`src/rtl/trng_pkg.sv`:
```
// Shared constants and the {a,d} pair type for the TRNG pool manager slice.
package trng_pkg;

    localparam int TRNG_A_W_DEF = 64;
    localparam int TRNG_D_W_DEF = 32;
    localparam int NUM_CH_DEF   = 4;
    localparam int DEPTH_DEF    = 8;

    typedef struct packed {
        logic [TRNG_A_W_DEF-1:0] a;
        logic [TRNG_D_W_DEF-1:0] d;
    } trng_pair_t;

    localparam int TRNG_PAIR_W_DEF = $bits(trng_pair_t);

endpackage

```
`src/rtl/trng_pair_fifo.sv`:
```
// Prefetch buffer for entropy pairs; registered head, no push-to-pop bypass.
module trng_pair_fifo
    import trng_pkg::*;
#(
    parameter int WIDTH = TRNG_PAIR_W_DEF,
    parameter int DEPTH = DEPTH_DEF,
    localparam int AW   = $clog2(DEPTH),
    localparam int LW   = AW + 1
) (
    input  logic             clk,
    input  logic             rst_n,
    input  logic             push,
    input  logic [WIDTH-1:0] wdata,
    input  logic             pop,
    output logic [WIDTH-1:0] rdata,
    output logic             full,
    output logic             empty,
    output logic [LW-1:0]    level
);

    logic [WIDTH-1:0] mem_q [DEPTH];
    logic [AW-1:0]    wptr_q, wptr_d, rptr_q, rptr_d;
    logic [LW-1:0]    cnt_q, cnt_d;
    logic             do_push, do_pop;

    assign full    = (cnt_q == LW'(DEPTH));
    assign empty   = (cnt_q == '0);
    assign level   = cnt_q;
    assign rdata   = mem_q[rptr_q];
    assign do_push = push && !full;
    assign do_pop  = pop && !empty;

    // DEPTH is a power of two, so pointer wrap is plain overflow.
    always_comb begin
        wptr_d = wptr_q;
        rptr_d = rptr_q;
        cnt_d  = cnt_q;
        if (do_push) wptr_d = wptr_q + 1'b1;
        if (do_pop)  rptr_d = rptr_q + 1'b1;
        case ({do_push, do_pop})
            2'b10:   cnt_d = cnt_q + 1'b1;
            2'b01:   cnt_d = cnt_q - 1'b1;
            default: cnt_d = cnt_q;
        endcase
    end

    always_ff @(posedge clk or negedge rst_n) begin
        if (!rst_n) begin
            wptr_q <= '0;
            rptr_q <= '0;
            cnt_q  <= '0;
        end else begin
            wptr_q <= wptr_d;
            rptr_q <= rptr_d;
            cnt_q  <= cnt_d;
        end
    end

    always_ff @(posedge clk) begin
        if (do_push) mem_q[wptr_q] <= wdata;
    end

endmodule

```
`src/rtl/trng_pool_manager.sv`:
```
// Prefetches TRNG {a,d} pairs and hands them to NUM_CH channels, lowest index first.
// Optional TRNG_REPEAT_CHECK_EN drops a pair identical to the previous accepted one.
module trng_pool_manager
    import trng_pkg::*;
#(
    parameter int TRNG_A_WIDTH = TRNG_A_W_DEF,
    parameter int TRNG_D_WIDTH = TRNG_D_W_DEF,
    parameter int NUM_CH       = NUM_CH_DEF,
    parameter int DEPTH        = DEPTH_DEF
) (
    input  logic                             clk,
    input  logic                             rst_n,
    input  logic                             src_valid,
    input  logic [TRNG_A_WIDTH-1:0]          src_a,
    input  logic [TRNG_D_WIDTH-1:0]          src_d,
    output logic                             src_ready,
    input  logic [NUM_CH-1:0]                dcr,
    output logic [NUM_CH*TRNG_A_WIDTH-1:0]   trng_a_out,
    output logic [NUM_CH*TRNG_D_WIDTH-1:0]   trng_d_out,
    output logic [NUM_CH-1:0]                upd,
    output logic [NUM_CH-1:0]                pending,
    output logic [$clog2(DEPTH):0]           level,
    output logic                             underrun
`ifdef TRNG_REPEAT_CHECK_EN
   ,output logic                             rep_fail
`endif
);

    localparam int PW = TRNG_A_WIDTH + TRNG_D_WIDTH;
    localparam int LW = $clog2(DEPTH) + 1;

    typedef struct packed {
        logic [TRNG_A_WIDTH-1:0] a;
        logic [TRNG_D_WIDTH-1:0] d;
    } pair_w_t;

    pair_w_t         in_pair, head;
    logic            full, empty, accept, push, pop;
    logic [LW-1:0]   fifo_level;
    logic [NUM_CH-1:0] pending_q, pending_d, upd_q, req, grant;
    logic            underrun_q, underrun_d;
    logic            found;

    assign in_pair.a = src_a;
    assign in_pair.d = src_d;

    // Held low during reset so no pair is offered to a buffer being cleared.
    assign src_ready = rst_n && !full;
    assign accept    = src_valid && src_ready;

`ifdef TRNG_REPEAT_CHECK_EN
    pair_w_t prev_q;
    logic    prev_vld_q, rep_fail_q, dup;

    assign dup      = prev_vld_q && (in_pair == prev_q);
    assign push     = accept && !dup;
    assign rep_fail = rep_fail_q;

    always_ff @(posedge clk or negedge rst_n) begin
        if (!rst_n) begin
            prev_q     <= '0;
            prev_vld_q <= 1'b0;
            rep_fail_q <= 1'b0;
        end else if (accept) begin
            prev_q     <= in_pair;
            prev_vld_q <= 1'b1;
            if (dup) rep_fail_q <= 1'b1;
        end
    end
`else
    assign push = accept;
`endif

    trng_pair_fifo #(
        .WIDTH (PW),
        .DEPTH (DEPTH)
    ) u_fifo (
        .clk   (clk),
        .rst_n (rst_n),
        .push  (push),
        .wdata (in_pair),
        .pop   (pop),
        .rdata (head),
        .full  (full),
        .empty (empty),
        .level (fifo_level)
    );

    // Same-cycle dcr competes alongside already-pending requests.
    always_comb begin
        req   = pending_q | dcr;
        grant = '0;
        found = 1'b0;
        for (int i = 0; i < NUM_CH; i++) begin
            if (req[i] && !found && !empty) begin
                grant[i] = 1'b1;
                found    = 1'b1;
            end
        end
        pop        = found;
        pending_d  = req & ~grant;
        underrun_d = underrun_q | ((|dcr) && empty);
    end

    always_ff @(posedge clk or negedge rst_n) begin
        if (!rst_n) begin
            pending_q  <= '0;
            upd_q      <= '0;
            underrun_q <= 1'b0;
        end else begin
            pending_q  <= pending_d;
            upd_q      <= grant;
            underrun_q <= underrun_d;
        end
    end

    for (genvar g = 0; g < NUM_CH; g++) begin : g_ch
        logic [TRNG_A_WIDTH-1:0] a_q;
        logic [TRNG_D_WIDTH-1:0] d_q;

        always_ff @(posedge clk or negedge rst_n) begin
            if (!rst_n) begin
                a_q <= '0;
                d_q <= '0;
            end else if (grant[g]) begin
                a_q <= head.a;
                d_q <= head.d;
            end
        end

        assign trng_a_out[g*TRNG_A_WIDTH +: TRNG_A_WIDTH] = a_q;
        assign trng_d_out[g*TRNG_D_WIDTH +: TRNG_D_WIDTH] = d_q;
    end

    assign upd      = upd_q;
    assign pending  = pending_q;
    assign level    = fifo_level;
    assign underrun = underrun_q;

endmodule
```
`config.mk`:
```
export PLATFORM = sky130hd
export DESIGN_NAME = trng_pool_manager
export DESIGN_NICKNAME = d
export VERILOG_FILES = /design/src/rtl/trng_pkg.sv /design/src/rtl/trng_pair_fifo.sv /design/src/rtl/trng_pool_manager.sv
export SDC_FILE = /design/constraint.sdc
export NUM_CORES = 1
export LEC_CHECK = 0
export CORE_MARGIN = 3
export CORE_UTILIZATION = 45
export DETAILED_ROUTE_END_ITERATION = 8
export HOLD_SLACK_MARGIN = 0.05
export MAX_ROUTING_LAYER = met4
export PLACE_DENSITY_LB_ADDON = 0.08
export SKIP_CTS_REPAIR_TIMING = 1
export SLEW_MARGIN = 10
export SYNTH_ARGS = -nofsm -noshare
export SYNTH_HDL_FRONTEND = slang
export SYNTH_SLANG_ARGS = --single-unit
export TNS_END_PERCENT = 1
```
`constraint.sdc`:
```
create_clock -name clk -period 10.8 [get_ports clk]
set_clock_uncertainty 0.1 [all_clocks]
set_input_delay 3.24 -clock clk [delete_from_list [all_inputs] [get_ports clk]]
set_output_delay 3.24 -clock clk [all_outputs]
set_load 0.02 [all_outputs]
```
**M1 wires**

Supply wires on this layer in gray.
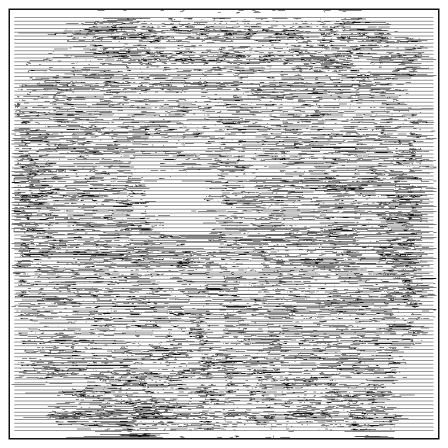
- nets with wire on the layer: 2875
- wire length on this layer: 42.9 mm
- share of all routed wire: 42%
- longest straight run: 86.9 um
- main direction: horizontal

==> run summary <==
impl run done, here's what came out: max reg flops=768, syn avg cell area=17.68 sq um, Post-Synth Adder-Cell Area=0.001915, met3 GRT Util=0.03841, total power=0.01623 W, Final Wtd Congestion=0.7875, Top FF cell, synth=edfxtp_1, CTS Root Cell=clkbuf_16, Die X=315.6 um, final worst slack=2901 ps, area fraction in mux cells=0.1244, buffering overhead=0.09999, Reg power frac=0.391, combinational share of power=0.346, slew margin rel.=0.2648, Lkg Pwr=19.08 nW, Worst Setup SP=rst_n, fin nets=3072, register area share after synthesis=0.7686, worst slew pin tran=1103 ps, cell family with the largest share of critical-path delay=buffers and inverters, EDFF count, synth=768, largest net degree at the start of global routing=103, CTS Buffer Depth=3, top cells, area=edfxtp_1, dfrtp_1, mux4_2, CTS H-tree depth=3, Max Freq=0.1266 GHz, Non-CTS inverters=7, Logic power comb=0.00561 W, hold slack final=381.2 ps, Initial DRC Count=1704, vias per cell=5.343, Max Used Layer=met4, Commonest Layout Cell=edfxtp_1, slowest cell on the critical path=clkdlybuf4s50_1, met3 WL=5.033 mm, #MultiIn Comb=1122, Filler cells=7335, crit path capture=src_ready, Setup crit end kind=output pin, r2r startpoint=u_fifo.rptr_q[0], Async SR Flop Fraction=0.3442, WL final=102.5 mm, Reg clk slew, reported paths=60 ps, worst-path maximum fanout=86, Floorplan Nets=2548, Hold Path Sink=g_ch[3].a_q[14], hold crit path type=reg -> reg, Worst Setup Start Kind=input pin, XOR Share, Synth=0.001219, critical path buffer and inverter count=2, top cells by count=edfxtp_1, dfrtp_1, nor2_1, total of warnings raised by yosys=0, Levels on crit path=3, Top logic family=multiplexers, Clk pwr share=0.263, Syn Inst Count=2439, Comb area share=0.1730, setup TNS=0 ps, sequential cell area=33160 sq um, delay of the slowest critical-path stage=630 ps, Final Max Slew Viols=0, GRT Resource Usage Total=0.2132, met2 wire len=52.63 mm, Post-Place Cells=4097, Place WS=2814 ps, Latency at later pin=680 ps, clock buffers=152, status=complete, no violations, vias post-DR=23160, tap cells=1254, largest area contributor in the netlist=edfxtp_1, yosys simple share=0.03911, WL/cell=23.64 um, Peak VDD IR=0.2852 mV, unrepaired setup endpoints after global routing=no, logic area=9271 sq um, drt drc=0, Inserted Clock Buffers=118, Hold Crit Depth=2, largest class=registers, R2R cell count=5, Top-Level Pins=501, gr ovfl total=0, Pwr top=registers, final critical-path required period=7899 ps, Die Y=315.6 um, YS chip area=43130 sq um, Seq/total area=0.6188, Port-buffer cells=500, tally of OpenROAD warnings=30, DRT antenna net count=0, Final clock-cell share=0.07776, Largest type area fraction=0.5348, most common logic cells in the final layout=edfxtp_1, clkdlybuf4s50_1, dfrtp_1, Non-Filler Instances=4335, cycle use final=0.7313, CORE AREA=94170 sq um, cell count in the Yosys report=2439, final hold viol count=0, CP required=7460 ps, CTS tree=yes, vias in the first global route=24520, diodes inserted=13, Area growth, synth to finish=24.25%, Max-Cap Viols=0, DP Wirelength=62.62 mm, cell chain of the critical path=buf_8, a21boi_0, clkdlybuf4s50_1, register name with the most flops=u_fifo.mem_q, P_int=0.01079 W, fp util=0.4579, GR peak layer=met2, Net Switching=0.005438 W
**Met2 routing**

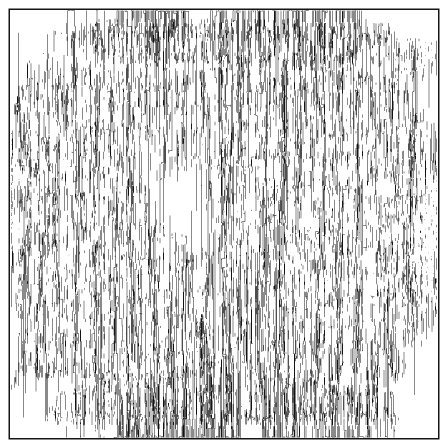
- nets with wire on the layer: 2703
- main direction: vertical
- longest straight run: 106 um
- wire length on this layer: 52.6 mm

No activity file was given, so power comes from the tool's default toggle rates.
